<file path="config.mk">
export PLATFORM = sky130hd
export DESIGN_NAME = exec_ctrl
export DESIGN_NICKNAME = d
export VERILOG_FILES = /design/src/rtl/exec_pkg.sv /design/src/rtl/exec_regfile.sv /design/src/rtl/exec_ctrl.sv
export SDC_FILE = /design/constraint.sdc
export NUM_CORES = 1
export LEC_CHECK = 0
export ABC_AREA = 1
export CAP_MARGIN = 20
export CORE_MARGIN = 2
export CORE_UTILIZATION = 46
export CTS_CLUSTER_DIAMETER = 80
export CTS_CLUSTER_SIZE = 8
export DETAILED_ROUTE_END_ITERATION = 6
export PLACE_DENSITY = 0.76
export SLEW_MARGIN = 20
export SYNTH_ARGS = -nofsm -noshare
export SYNTH_HDL_FRONTEND = slang
export SYNTH_SLANG_ARGS = --single-unit
</file>
<file path="constraint.sdc">
create_clock -name clk -period 1.5 [get_ports clk]
set_clock_uncertainty 0.05 [all_clocks]
set_input_delay 0.225 -clock clk [delete_from_list [all_inputs] [get_ports clk]]
set_output_delay 0.225 -clock clk [all_outputs]
set_load 0.01 [all_outputs]
</file>
<file path="src/rtl/exec_pkg.sv">
// Shared definitions for the exec_ctrl slice: opcodes, FSM encoding,
// instruction field positions and a small decode helper.
package exec_pkg;

    localparam int NUM_REGS   = 4;
    localparam int REG_ADDR_W = 2;
    localparam int INSTR_W    = 8;

    localparam int OP_MSB   = 7;
    localparam int OP_LSB   = 6;
    localparam int DST_MSB  = 5;
    localparam int DST_LSB  = 4;
    localparam int SRC1_MSB = 3;
    localparam int SRC1_LSB = 2;
    localparam int SRC2_MSB = 1;
    localparam int SRC2_LSB = 0;

    localparam logic [1:0] OP_ADD = 2'b00;
    localparam logic [1:0] OP_SUB = 2'b01;
    localparam logic [1:0] OP_MUL = 2'b10;
    localparam logic [1:0] OP_DIV = 2'b11;

    typedef enum logic [1:0] {
        ST_IDLE  = 2'd0,
        ST_ISSUE = 2'd1,
        ST_WAIT  = 2'd2
    } state_t;

    typedef struct packed {
        logic [1:0]            op;
        logic [REG_ADDR_W-1:0] dst;
        logic [REG_ADDR_W-1:0] src1;
        logic [REG_ADDR_W-1:0] src2;
    } instr_t;

    function automatic instr_t decode_instr(input logic [INSTR_W-1:0] raw);
        instr_t d;
        d.op   = raw[OP_MSB:OP_LSB];
        d.dst  = raw[DST_MSB:DST_LSB];
        d.src1 = raw[SRC1_MSB:SRC1_LSB];
        d.src2 = raw[SRC2_MSB:SRC2_LSB];
        return d;
    endfunction

endpackage

</file>
<file path="src/rtl/exec_regfile.sv">
// 4-entry register file: one synchronous write port, two combinational
// operand read ports and a combinational debug read port.
module exec_regfile
    import exec_pkg::*;
#(
    parameter int DATA_W = 8
) (
    input  logic                  clk,
    input  logic                  reset,
    input  logic                  wr_en_i,
    input  logic [REG_ADDR_W-1:0] wr_addr_i,
    input  logic [DATA_W-1:0]     wr_data_i,
    input  logic [REG_ADDR_W-1:0] rd_addr_a_i,
    output logic [DATA_W-1:0]     rd_data_a_o,
    input  logic [REG_ADDR_W-1:0] rd_addr_b_i,
    output logic [DATA_W-1:0]     rd_data_b_o,
    input  logic [REG_ADDR_W-1:0] dbg_addr_i,
    output logic [DATA_W-1:0]     dbg_data_o
);

    logic [DATA_W-1:0] mem_q [NUM_REGS];

    always_ff @(posedge clk) begin
        if (reset) begin
            for (int i = 0; i < NUM_REGS; i++) begin
                mem_q[i] <= '0;
            end
        end else if (wr_en_i) begin
            mem_q[wr_addr_i] <= wr_data_i;
        end
    end

    assign rd_data_a_o = mem_q[rd_addr_a_i];
    assign rd_data_b_o = mem_q[rd_addr_b_i];
    assign dbg_data_o  = mem_q[dbg_addr_i];

endmodule

</file>
<file path="src/rtl/exec_ctrl.sv">
// Three-state issue controller: captures an instruction and its operands,
// drives an external 1-cycle execute unit and retires the result.
module exec_ctrl
    import exec_pkg::*;
#(
    parameter int DATA_W = 8
) (
    input  logic                  clk,
    input  logic                  reset,
    input  logic                  instr_valid,
    input  logic [INSTR_W-1:0]    instr,
    output logic                  instr_ready,
    input  logic                  load_en,
    input  logic [REG_ADDR_W-1:0] load_addr,
    input  logic [DATA_W-1:0]     load_data,
    input  logic [REG_ADDR_W-1:0] dbg_addr,
    output logic [DATA_W-1:0]     dbg_data,
    output logic [1:0]            alu_op,
    output logic [DATA_W-1:0]     alu_src1,
    output logic [DATA_W-1:0]     alu_src2,
    input  logic [DATA_W-1:0]     alu_result,
    output logic                  done,
    output logic                  div0,
    output logic                  busy,
    output logic [7:0]            retired
);

    state_t state_q, state_d;

    logic [1:0]            op_q;
    logic [REG_ADDR_W-1:0] dst_q;
    logic [DATA_W-1:0]     src1_q;
    logic [DATA_W-1:0]     src2_q;
    logic                  done_q;
    logic                  div0_q;
    logic [7:0]            retired_q;

    instr_t                dec;
    logic                  handshake;
    logic                  loadAccept;
    logic                  retire;
    logic                  div0Hit;
    logic [DATA_W-1:0]     rdDataA;
    logic [DATA_W-1:0]     rdDataB;
    logic                  wrEn;
    logic [REG_ADDR_W-1:0] wrAddr;
    logic [DATA_W-1:0]     wrData;

    assign dec         = decode_instr(instr);
    assign instr_ready = (state_q == ST_IDLE) && !load_en;
    assign handshake   = instr_valid && instr_ready;
    assign loadAccept  = (state_q == ST_IDLE) && load_en;
    assign retire      = (state_q == ST_WAIT);
    assign div0Hit     = (op_q == OP_DIV) && (src2_q == '0);

    // Loads only happen in IDLE and retirement only in WAIT, so one port suffices.
    assign wrEn   = loadAccept || retire;
    assign wrAddr = retire ? dst_q : load_addr;
    assign wrData = retire ? (div0Hit ? '0 : alu_result) : load_data;

    exec_regfile #(
        .DATA_W (DATA_W)
    ) u_regfile (
        .clk         (clk),
        .reset       (reset),
        .wr_en_i     (wrEn),
        .wr_addr_i   (wrAddr),
        .wr_data_i   (wrData),
        .rd_addr_a_i (dec.src1),
        .rd_data_a_o (rdDataA),
        .rd_addr_b_i (dec.src2),
        .rd_data_b_o (rdDataB),
        .dbg_addr_i  (dbg_addr),
        .dbg_data_o  (dbg_data)
    );

    always_comb begin
        state_d = state_q;
        case (state_q)
            ST_IDLE:  if (handshake) state_d = ST_ISSUE;
            ST_ISSUE: state_d = ST_WAIT;
            ST_WAIT:  state_d = ST_IDLE;
            default:  state_d = ST_IDLE;
        endcase
    end

    // Operand registers double as the execute-unit drive and keep the last
    // issued values while idle.
    always_ff @(posedge clk) begin
        if (reset) begin
            state_q   <= ST_IDLE;
            op_q      <= '0;
            dst_q     <= '0;
            src1_q    <= '0;
            src2_q    <= '0;
            done_q    <= 1'b0;
            div0_q    <= 1'b0;
            retired_q <= '0;
        end else begin
            state_q <= state_d;
            done_q  <= retire;
            div0_q  <= retire && div0Hit;
            if (handshake) begin
                op_q   <= dec.op;
                dst_q  <= dec.dst;
                src1_q <= rdDataA;
                src2_q <= rdDataB;
            end
            if (retire) begin
                retired_q <= retired_q + 8'd1;
            end
        end
    end

    assign alu_op   = op_q;
    assign alu_src1 = src1_q;
    assign alu_src2 = src2_q;
    assign done     = done_q;
    assign div0     = div0_q;
    assign busy     = (state_q != ST_IDLE);
    assign retired  = retired_q;

endmodule

</file>
==> results_slide.txt, run 1 <==
Implementation Results

Placement
  – Worst slack after detailed placement: -744 ps
  – IO Port Bufs: 69
  – Global placer's final weighted congestion: 0.877
  – Number of cells after detailed placement: about 640

Drt
  – Wire length per cell: 13.2 µm
  – Count of TritonRoute iterations in the first routing pass: 5
  – DR WL met2: 3960 µm
  – Metal-1 WL: about 4000 µm
  – Vias after detailed routing: ~3.4k
  – Initial drt markers: 219
  – DRC violations left: 0
  – Met3 Routed Length: 527 µm
  – Count of antenna-violating nets left after detailed routing: 0

Clocking
  – Count of cells resized by post-cts repair: 77
  – Clock-pin slew of the registers on the worst-case setup and hold paths: ~80 ps
  – Post-CTS setup repair buffer count: 6
  – CTS root buffer: clkbuf_8
  – CTS tree: yes
  – Hold-fix buffers, CTS: 0

GRT
  – Via count of the first global-routing pass: 3005
  – Antenna violations before repair: 0
  – Overflow left after global routing: 0
  – Met1 usage in global routing: 30.0%

Cells and area
  – Clock buffer count in the final layout: 9
  – Comb. cell area: 0.00162 mm²
  – Post-layout net count: 590
  – Sequential portion of the cell area: 33.3%
  – Fill cell count: 616
  – Register with the most flip-flops: u_regfile.mem_q
  – Num sequential: 64
  – Final non-filler cell area: 0.00481 mm²
  – Number of flip-flops in the largest register: 32
  – Most used cells in the layout excluding fill and tap cells: 78 x nand2_1, 69 x a21oi_1, 61 x nor2_1, 46 x buf_4, 38 x o21ai_0
  – Fraction of final layout cells sized beyond drive strength 1: between 20% and 30%
  – Clock buffer and inverter area fraction after layout: under 10%
  – Number of combinational gates with multiple inputs: 314
  – Non-clock inverter total of the final layout: roughly 43
  – Area share of buffers outside the clock network: 23.3%

Power
  – Sw Share: between 20 and 30%
  – Seq pwr share: approximately half
  – Maximum ir drop on the vdd rail: 0.599 mV
  – Part of the power in the clock network: 31.9%
  – Heaviest power group: registers
  – Internal power consumption: 0.00290 W
  – Clk pwr: approximately 0.0013 W
  – Leakage power of the design: 2.15 nW
  – Power density cells: about 850 mW/mm²
  – Portion of total power attributed to combinational logic: 19.2%
  – Power in combinational cells: 0.000781 W
  – Psw: 0.00117 W
  – Sequential-cell power consumption: 0.00199 W

Synthesis
  – Mapped Nets: between 400 and 500
  – XORs/XNORs by Area: 0%
  – Simple-gate portion of the synthesized area: 22.6%
  – Ao+oa area frac: 21.7%
  – Count of flip-flops with a built-in enable after synthesis: 32
  – Number of register bits inferred by synthesis: ~64
  – Area fraction in full adders, half adders and majority gates: 0.370%
  – Cell type contributing the most total cell area after synthesis: edfxtp_1
  – Sequential cell area fraction in the yosys report: 47.3%
  – Warnings from Yosys: 0
  – Mapped Cells: 444
  – Area reported by Yosys stat: 0.00339 mm²
  – Cells in synth_stat.txt: about 440
  – Share of Yosys cell area claimed by the top area cell type: 28.4%
  – Prevailing logic family in the synthesized netlist: simple AND/OR/NAND/NOR gates
  – Async set or reset register ratio after synthesis: 0%

Critical path
  – Worst setup slack for register-to-register paths: 60 ps
  – Nature of the critical path startpoint: register
  – Timing startpoint of the critical path: u_regfile.mem_q[1][1]
  – Crit-path leading delay family: flip-flops
  – Critical path depth in cells: 5
  – Worst Setup End Kind: output pin
  – Worst reg2reg path depth: 6
  – Ordered cell list for the critical path: inv_2, o21ai_1, a21oi_1, a21oi_2, buf_2
  – Slowest cell on the critical path: edfxtp_1
  – Worst setup path endpoint: dbg_data[1]
  – Source of the worst register-to-register timing path: alu_src2[4]
  – Crit path arrival time: about 1300 ps
  – Worst path required time: 1220 ps
  – Crit-path max cell delay: approximately 410 ps
  – Crit Reg-Reg Endpoint: u_regfile.mem_q[3][6]

Final timing
  – Shortest period the worst path allows: between 1500 and 2000 ps
  – Final tally of max-slew violations: 0
  – Fin worst setup slack: -25.5 ps
  – Unrepaired setup endpoints after global routing: yes
  – Max-slew headroom at the worst pin: 82.1%
  – Final-layout worst hold slack: 394 ps
  – Count of final setup violators: 1
  – Post-route clock period utilization: 102%
  – Number of hold-slack violations in the final timing report: 0

Worst hold path
  – Worst Hold Class: input pin to register
  – WHS Path Cells: 3

Floorplanning
  – Ports placed on the boundary: roughly 70
  – Effective utilization at floorplan: 47.2%
  – Floorplan Core Area: 0.00718 mm²
  – Die Area: approximately 0.0081 mm²
  – Die span in y: 89.8 µm

Status
  – Result of the run: finished, violations left
  – Violated checks: negative setup slack

Flow run
  – Max capacitance violation total: 0
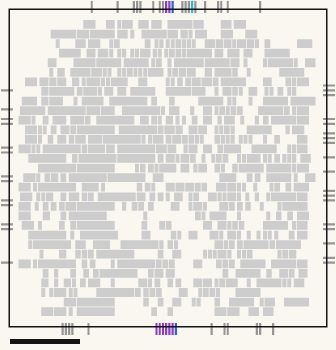
Fig. 1. Pin placement (run 1).
Scale bar: 20 µm. Pins as bars across the die edge, other pins in gray.
- dbg_addr: blue (pins 2; direction input; edge 1 bottom, 1 top)
- dbg_data: purple (pins 8; direction output; edge 6 bottom, 2 top)
- instr_valid: cyan (pins 1; direction input; edge top)
- all pins by edge: 21 top, 18 right, 18 bottom, 13 left

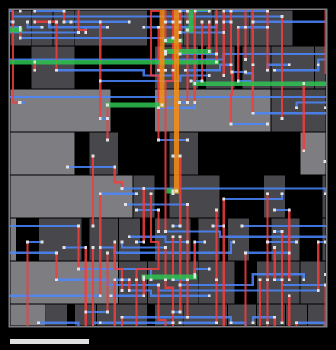
Fig. 2. Close-up of the layout (run 1).
Scale bar: 5 µm. Region (35, 53) to (55, 73) µm. Cells in gray, sequential cells in the stronger gray; small squares are vias.
- metal 4: orange
- metal 2: red
- metal 3: green
- metal 1: blue
- netlist names of flops here include: retired (2), u_regfile.mem_q (2)
- cells with their middle in the window: 45
- sequential cells in the window: 4
- most frequent: nand2_1 (6), buf_4 (6), nor2_1 (5)

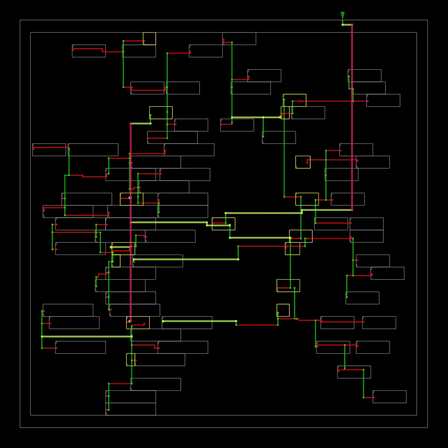
Fig. 3. Clock routing (run 1).
Insertion Delay late pin: 340 ps
clock sink count: 64

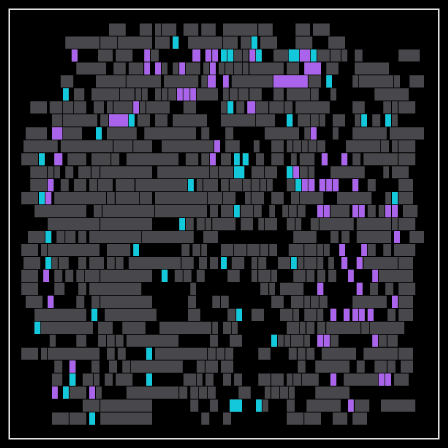
Fig. 4. Gate-type map (run 1).
- nor cells: purple (cells 70; most used nor2_1; where spread over the die)
- inv cells: cyan (cells 43; most used inv_1; where spread over the die)
top logic cell by instance count in the layout: nand2_1
Non-Filler Instances: 661
logic gate fraction of the total cell area: 33.7%

Fig. 5: run 1, wire density map
18 x 18 tiles, from white (low) to dark blue (high), scaled to the fullest tile. Values are wire area over tile area, all layers added.
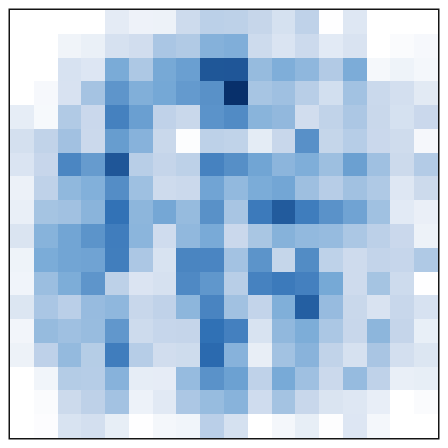

==> run 1 -> run 2 <==
CAP_MARGIN = default   (was 20)
CORE_MARGIN = default   (was 2)
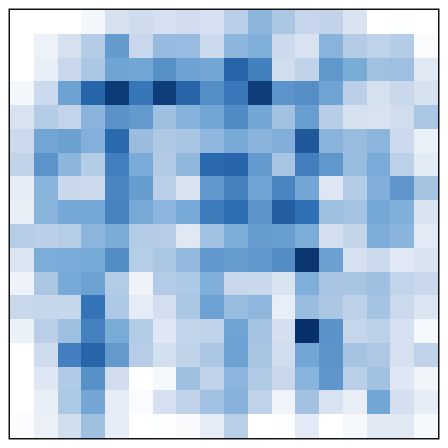
Fig. 6. Wire density map (run 2).
18 x 18 tiles, from white (low) to dark blue (high), scaled to the fullest tile. Values are wire area over tile area, all layers added.
- fullest tile: 0.51
- nearly empty tiles: 5.6%
- tiles over half the peak: 26%
GR Util All Layers: 25.5%
vias after detailed routing: 3364
total wire length: 9040 µm

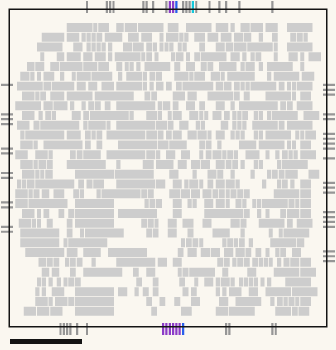
Fig. 7. Pin placement (run 2).
Scale bar: 20 µm. Pins as bars across the die edge, other pins in gray.
- instr_valid: cyan (pins 1; direction input; edge top)
- dbg_data: purple (pins 8; direction output; edge 6 bottom, 2 top)
- dbg_addr: blue (pins 2; direction input; edge 1 bottom, 1 top)
- all pins by edge: 21 top, 20 right, 17 bottom, 12 left
die outline width: 87.8 µm
IO Port Bufs: 69
die span in y: 87.8 µm

==> results_slide.txt, run 2 <==
Implementation Results

Status
  – Result of the run: finished, violations left
  – Violated checks: negative setup slack

Final timing
  – Unrepaired setup endpoints after global routing: yes
  – Post-route clock period utilization: 102%
  – Shortest period the worst path allows: 1530 ps
  – Fin worst setup slack: -28.6 ps
  – Count of final setup violators: 1
  – Number of hold-slack violations in the final timing report: 0
  – Final-layout worst hold slack: 385 ps
  – Max-slew headroom at the worst pin: 80.9%
  – Final tally of max-slew violations: 0
  – Measured slew at the worst slew-check pin: about 280 ps

Synthesis
  – Area fraction in full adders, half adders and majority gates: 0.370%
  – Main flop type after synthesis: edfxtp_1
  – Warnings from Yosys: 0
  – Area reported by Yosys stat: roughly 0.0034 mm²
  – Cells in synth_stat.txt: 444
  – Ao+oa area frac: a little over a fifth
  – Number of register bits inferred by synthesis: about 64
  – Count of flip-flops with a built-in enable after synthesis: 32
  – Share of Yosys cell area claimed by the top area cell type: 28.4%
  – Cell type contributing the most total cell area after synthesis: edfxtp_1
  – Mapped Nets: between 400 and 500
  – Mapped Cells: 444
  – Prevailing logic family in the synthesized netlist: simple AND/OR/NAND/NOR gates
  – Simple-gate portion of the synthesized area: 22.6%
  – Synthesized area: 0.00339 mm²
  – Sequential cell area fraction in the yosys report: 47.3%
  – Async set or reset register ratio after synthesis: 0%
  – XORs/XNORs by Area: 0%

Critical path
  – Crit-path max cell delay: approximately 360 ps
  – Crit-path leading delay family: flip-flops
  – Ordered cell list for the critical path: inv_2, o21ai_2, a21oi_2, a21oi_2, buf_2
  – Worst setup path endpoint: dbg_data[1]
  – Worst path required time: roughly 1200 ps
  – Worst Setup End Kind: output pin
  – Maximum fanout encountered on the critical timing path: 2
  – Slowest cell on the critical path: edfxtp_1
  – Crit path arrival time: 1250 ps
  – Critical path depth in cells: 5
  – Nature of the critical path startpoint: register
  – Timing startpoint of the critical path: u_regfile.mem_q[1][1]
  – Source of the worst register-to-register timing path: state_q[0]
  – Worst reg2reg path depth: 7
  – Worst setup slack for register-to-register paths: approximately 30 ps
  – Crit Reg-Reg Endpoint: u_regfile.mem_q[0][4]

Cells and area
  – Bufs w/o clock: about 130
  – Top logic cell by instance count in the layout: nand2_1
  – Logic gate fraction of the total cell area: 32.7%
  – Number of flip-flops in the largest register: 32
  – Non-Filler Instances: 667
  – Num sequential: ~64
  – Fill cell count: slightly above 600
  – Register with the most flip-flops: u_regfile.mem_q
  – Final non-filler cell area: 0.00493 mm²
  – Area share of buffers outside the clock network: 24.5%
  – Post-layout net count: around 600
  – Non-clock inverter total of the final layout: 43
  – Clock buffer and inverter area fraction after layout: 4.27%
  – Clock buffer count in the final layout: 9
  – Sequential portion of the cell area: 32.6%
  – Number of combinational gates with multiple inputs: 314
  – Fraction of final layout cells sized beyond drive strength 1: 24.3%
  – Most used cells in the layout excluding fill and tap cells: 78 x nand2_1, 70 x a21oi_1, 62 x nor2_1, 57 x buf_4, 37 x o21ai_0
  – Comb. cell area: roughly 0.0016 mm²
  – Dominant class by area: multi-input combinational cells

Worst hold path
  – Startpoint of the tightest hold check path: instr[5]
  – WHS Path Cells: 3
  – Worst Hold Class: input pin to register

Drt
  – Top routing layer in use: met4
  – Met3 Routed Length: 336 µm
  – Initial drt markers: 172
  – DR WL met2: around 4200 µm
  – Wire length per cell: 13.6 µm
  – Count of TritonRoute iterations in the first routing pass: 4
  – Metal-1 WL: 4390 µm
  – DRC violations left: 0
  – Count of antenna-violating nets left after detailed routing: 0
  – Via density per instance: 5.04

Power
  – Part of the power in the clock network: 36.5%
  – Internal power consumption: 0.00324 W
  – Power density cells: roughly 900 mW/mm²
  – Psw: about 0.0012 W
  – Portion of total power attributed to combinational logic: a little under a fifth
  – Sequential-cell power consumption: 0.00199 W
  – Leakage power of the design: 2.27 nW
  – Heaviest power group: registers
  – Maximum ir drop on the vdd rail: 0.607 mV
  – Seq pwr share: 45.2%
  – Pwr Total: between 0.004 and 0.005 W
  – Sw Share: 26.4%
  – Power in combinational cells: between 0.0008 and 0.0009 W
  – Clk pwr: 0.00161 W

Clocking
  – Clock sink count: between 60 and 70
  – Number of buffers inserted during clock tree synthesis: 9
  – Max clock buf depth: 2
  – Clock-pin slew of the registers on the worst-case setup and hold paths: 80 ps
  – Count of cells resized by post-cts repair: between 70 and 80
  – Insertion Delay late pin: 350 ps
  – Hold-fix buffers, CTS: 0
  – CTS tree: yes
  – Post-CTS setup repair buffer count: 5
  – CTS root buffer: clkbuf_8

Floorplanning
  – Ports placed on the boundary: 70
  – Die Area: 0.00771 mm²
  – Floorplan Core Area: 0.00694 mm²
  – Effective utilization at floorplan: 48.8%

GRT
  – Via count of the first global-routing pass: 3099
  – Global routing met3 resource utilization: ~3.4%
  – Overflow left after global routing: 0
  – Grt met2 use: 40.7%
  – Met1 usage in global routing: about a third
  – Antenna violations before repair: 0
  – Global-route wire length before repair: 14900 µm

Placement
  – Global placer's final weighted congestion: between 0.8 and 0.9
  – Worst slack after detailed placement: -684 ps
  – Number of cells after detailed placement: 642

Flow run
  – Max capacitance violation total: 0
==> run 2 -> run 3 <==
SLEW_MARGIN = default   (was 20)
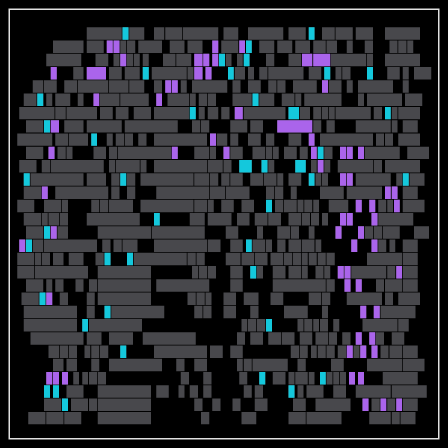
Fig. 8. Gate-type map (run 3).
- inv cells: cyan (cells 43; most used inv_1; where spread over the die)
- nor cells: purple (cells 70; most used nor2_1; where spread over the die)
Non-Filler Instances: 667
logic gate fraction of the total cell area: 32.7%

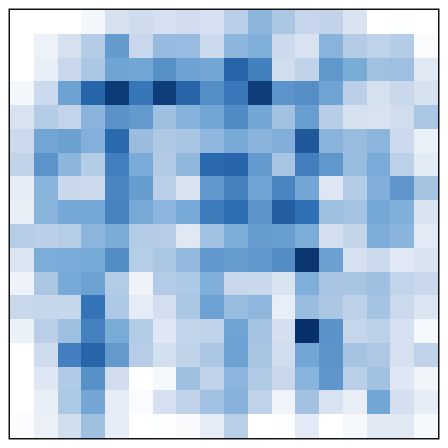
Fig. 9. Wire density map (run 3).
18 x 18 tiles, from white (low) to dark blue (high), scaled to the fullest tile. Values are wire area over tile area, all layers added.
- nearly empty tiles: 5.6%
- mean over tiles: 0.18
- fullest tile: 0.51
- tiles over half the peak: 26%

==> results_slide.txt, run 3 <==
Implementation Results

Status
  – Result of the run: finished, violations left
  – Violated checks: negative setup slack

Cells and area
  – Area share of buffers outside the clock network: 24.5%
  – Comb. cell area: ~0.0016 mm²
  – Clock buffer count in the final layout: 9
  – Top logic cell by instance count in the layout: nand2_1
  – Final core occ: 71.0%
  – Most used cells in the layout excluding fill and tap cells: 78 x nand2_1, 70 x a21oi_1, 62 x nor2_1, 57 x buf_4, 37 x o21ai_0
  – Final non-filler cell area: around 0.0049 mm²
  – Number of flip-flops in the largest register: 32
  – Clock buffer and inverter area fraction after layout: under 10%
  – Register with the most flip-flops: u_regfile.mem_q
  – Bufs w/o clock: 134
  – Fraction of final layout cells sized beyond drive strength 1: 24.3%
  – Fill cell count: 609
  – Non-clock inverter total of the final layout: 43
  – Post-layout net count: ~600
  – Sequential portion of the cell area: 32.6%
  – Dominant class by area: multi-input combinational cells

Synthesis
  – Cells in synth_stat.txt: 444
  – Area reported by Yosys stat: 0.00339 mm²
  – Async set or reset register ratio after synthesis: 0%
  – Synthesized area: between 0.003 and 0.004 mm²
  – Most instantiated library cell after synthesis: nand2_1
  – Prevailing logic family in the synthesized netlist: simple AND/OR/NAND/NOR gates
  – XORs/XNORs by Area: 0%
  – Sequential cell area fraction in the yosys report: 47.3%
  – Unique cell type count in the Yosys netlist: 28
  – Main flop type after synthesis: edfxtp_1
  – Warnings from Yosys: 0
  – Ao+oa area frac: between 20% and 30%
  – Simple-gate portion of the synthesized area: between 20 and 25%
  – Area fraction in full adders, half adders and majority gates: 0.370%
  – Number of register bits inferred by synthesis: 64
  – Mapped Nets: 477
  – Mapped Cells: 444
  – Cell type contributing the most total cell area after synthesis: edfxtp_1
  – Share of Yosys cell area claimed by the top area cell type: 28.4%
  – Count of flip-flops with a built-in enable after synthesis: 32

Critical path
  – Maximum fanout encountered on the critical timing path: 2
  – Crit-path max cell delay: 360 ps
  – Worst setup slack for register-to-register paths: around 30 ps
  – Ordered cell list for the critical path: inv_2, o21ai_2, a21oi_2, a21oi_2, buf_2
  – Nature of the critical path startpoint: register
  – Worst Setup End Kind: output pin
  – Critical path depth in cells: 5
  – Worst reg2reg path depth: 7
  – Crit path arrival time: 1250 ps
  – Slowest cell on the critical path: edfxtp_1
  – Timing startpoint of the critical path: u_regfile.mem_q[1][1]
  – Worst path required time: 1220 ps
  – Worst setup path endpoint: dbg_data[1]
  – Crit-path leading delay family: flip-flops
  – Source of the worst register-to-register timing path: state_q[0]
  – Crit Reg-Reg Endpoint: u_regfile.mem_q[0][4]

Final timing
  – Number of hold-slack violations in the final timing report: 0
  – Shortest period the worst path allows: 1530 ps
  – Post-route clock period utilization: 102%
  – Measured slew at the worst slew-check pin: 285 ps
  – Setup_tns: -28.6 ps
  – Highest clock frequency the design can meet: around 650 MHz
  – Max-slew headroom at the worst pin: 80.9%
  – Count of final setup violators: 1
  – Final-layout worst hold slack: 385 ps
  – Final tally of max-slew violations: 0
  – Fin worst setup slack: -28.6 ps
  – Unrepaired setup endpoints after global routing: yes

Clocking
  – Post-CTS setup repair buffer count: 5
  – Hold-fix buffers, CTS: 0
  – Max clock buf depth: 2
  – Number of buffers inserted during clock tree synthesis: 9
  – Insertion Delay late pin: roughly 350 ps
  – Clock sink count: between 60 and 70
  – CTS root buffer: clkbuf_8
  – CTS tree: yes
  – Count of cells resized by post-cts repair: roughly 75
  – Clock-pin slew of the registers on the worst-case setup and hold paths: approximately 80 ps

Floorplanning
  – Effective utilization at floorplan: just under 50%
  – Floorplan Core Area: between 0.006 and 0.007 mm²
  – Die span in y: 87.8 µm
  – Die Area: 0.00771 mm²
  – Ports placed on the boundary: 70
  – Die outline width: 87.8 µm

Power
  – Sequential-cell power consumption: 0.00199 W
  – Psw: 0.00117 W
  – Maximum ir drop on the vdd rail: 0.607 mV
  – Power in combinational cells: 0.000806 W
  – Portion of total power attributed to combinational logic: 18.3%
  – Seq pwr share: 45.2%
  – Pwr Total: 0.00441 W
  – Power density cells: about 900 mW/mm²
  – Clk pwr: 0.00161 W
  – Sw Share: 26.4%
  – Internal power consumption: 0.00324 W
  – Part of the power in the clock network: 36.5%
  – Leakage power of the design: 2.27 nW

Drt
  – Wire length per cell: between 10 and 15 µm
  – Count of TritonRoute iterations in the first routing pass: 4
  – Initial drt markers: between 150 and 200
  – DRC violations left: 0
  – Via density per instance: 5.04
  – DR WL met2: between 4000 and 5000 µm
  – Met3 Routed Length: ~340 µm
  – Vias after detailed routing: 3364
  – Total wire length: 9040 µm
  – Metal-1 WL: 4390 µm
  – Count of antenna-violating nets left after detailed routing: 0
  – Top routing layer in use: met4

Placement
  – Worst slack after detailed placement: -684 ps
  – Number of cells after detailed placement: ~640
  – Global placer's final weighted congestion: about 0.8
  – IO Port Bufs: 69

GRT
  – Met1 usage in global routing: 35.1%
  – Antenna violations before repair: 0
  – Overflow left after global routing: 0
  – Global-route wire length before repair: about 15000 µm
  – Via count of the first global-routing pass: 3099
  – Grt met2 use: 40.7%
  – GR Util All Layers: 25.5%
  – Global routing met3 resource utilization: 3.39%

Flow run
  – Max capacitance violation total: 0

Worst hold path
  – WHS Path Cells: 3
  – Startpoint of the tightest hold check path: instr[5]
  – Worst Hold Class: input pin to register
No activity file was given, so power comes from the tool's default toggle rates.
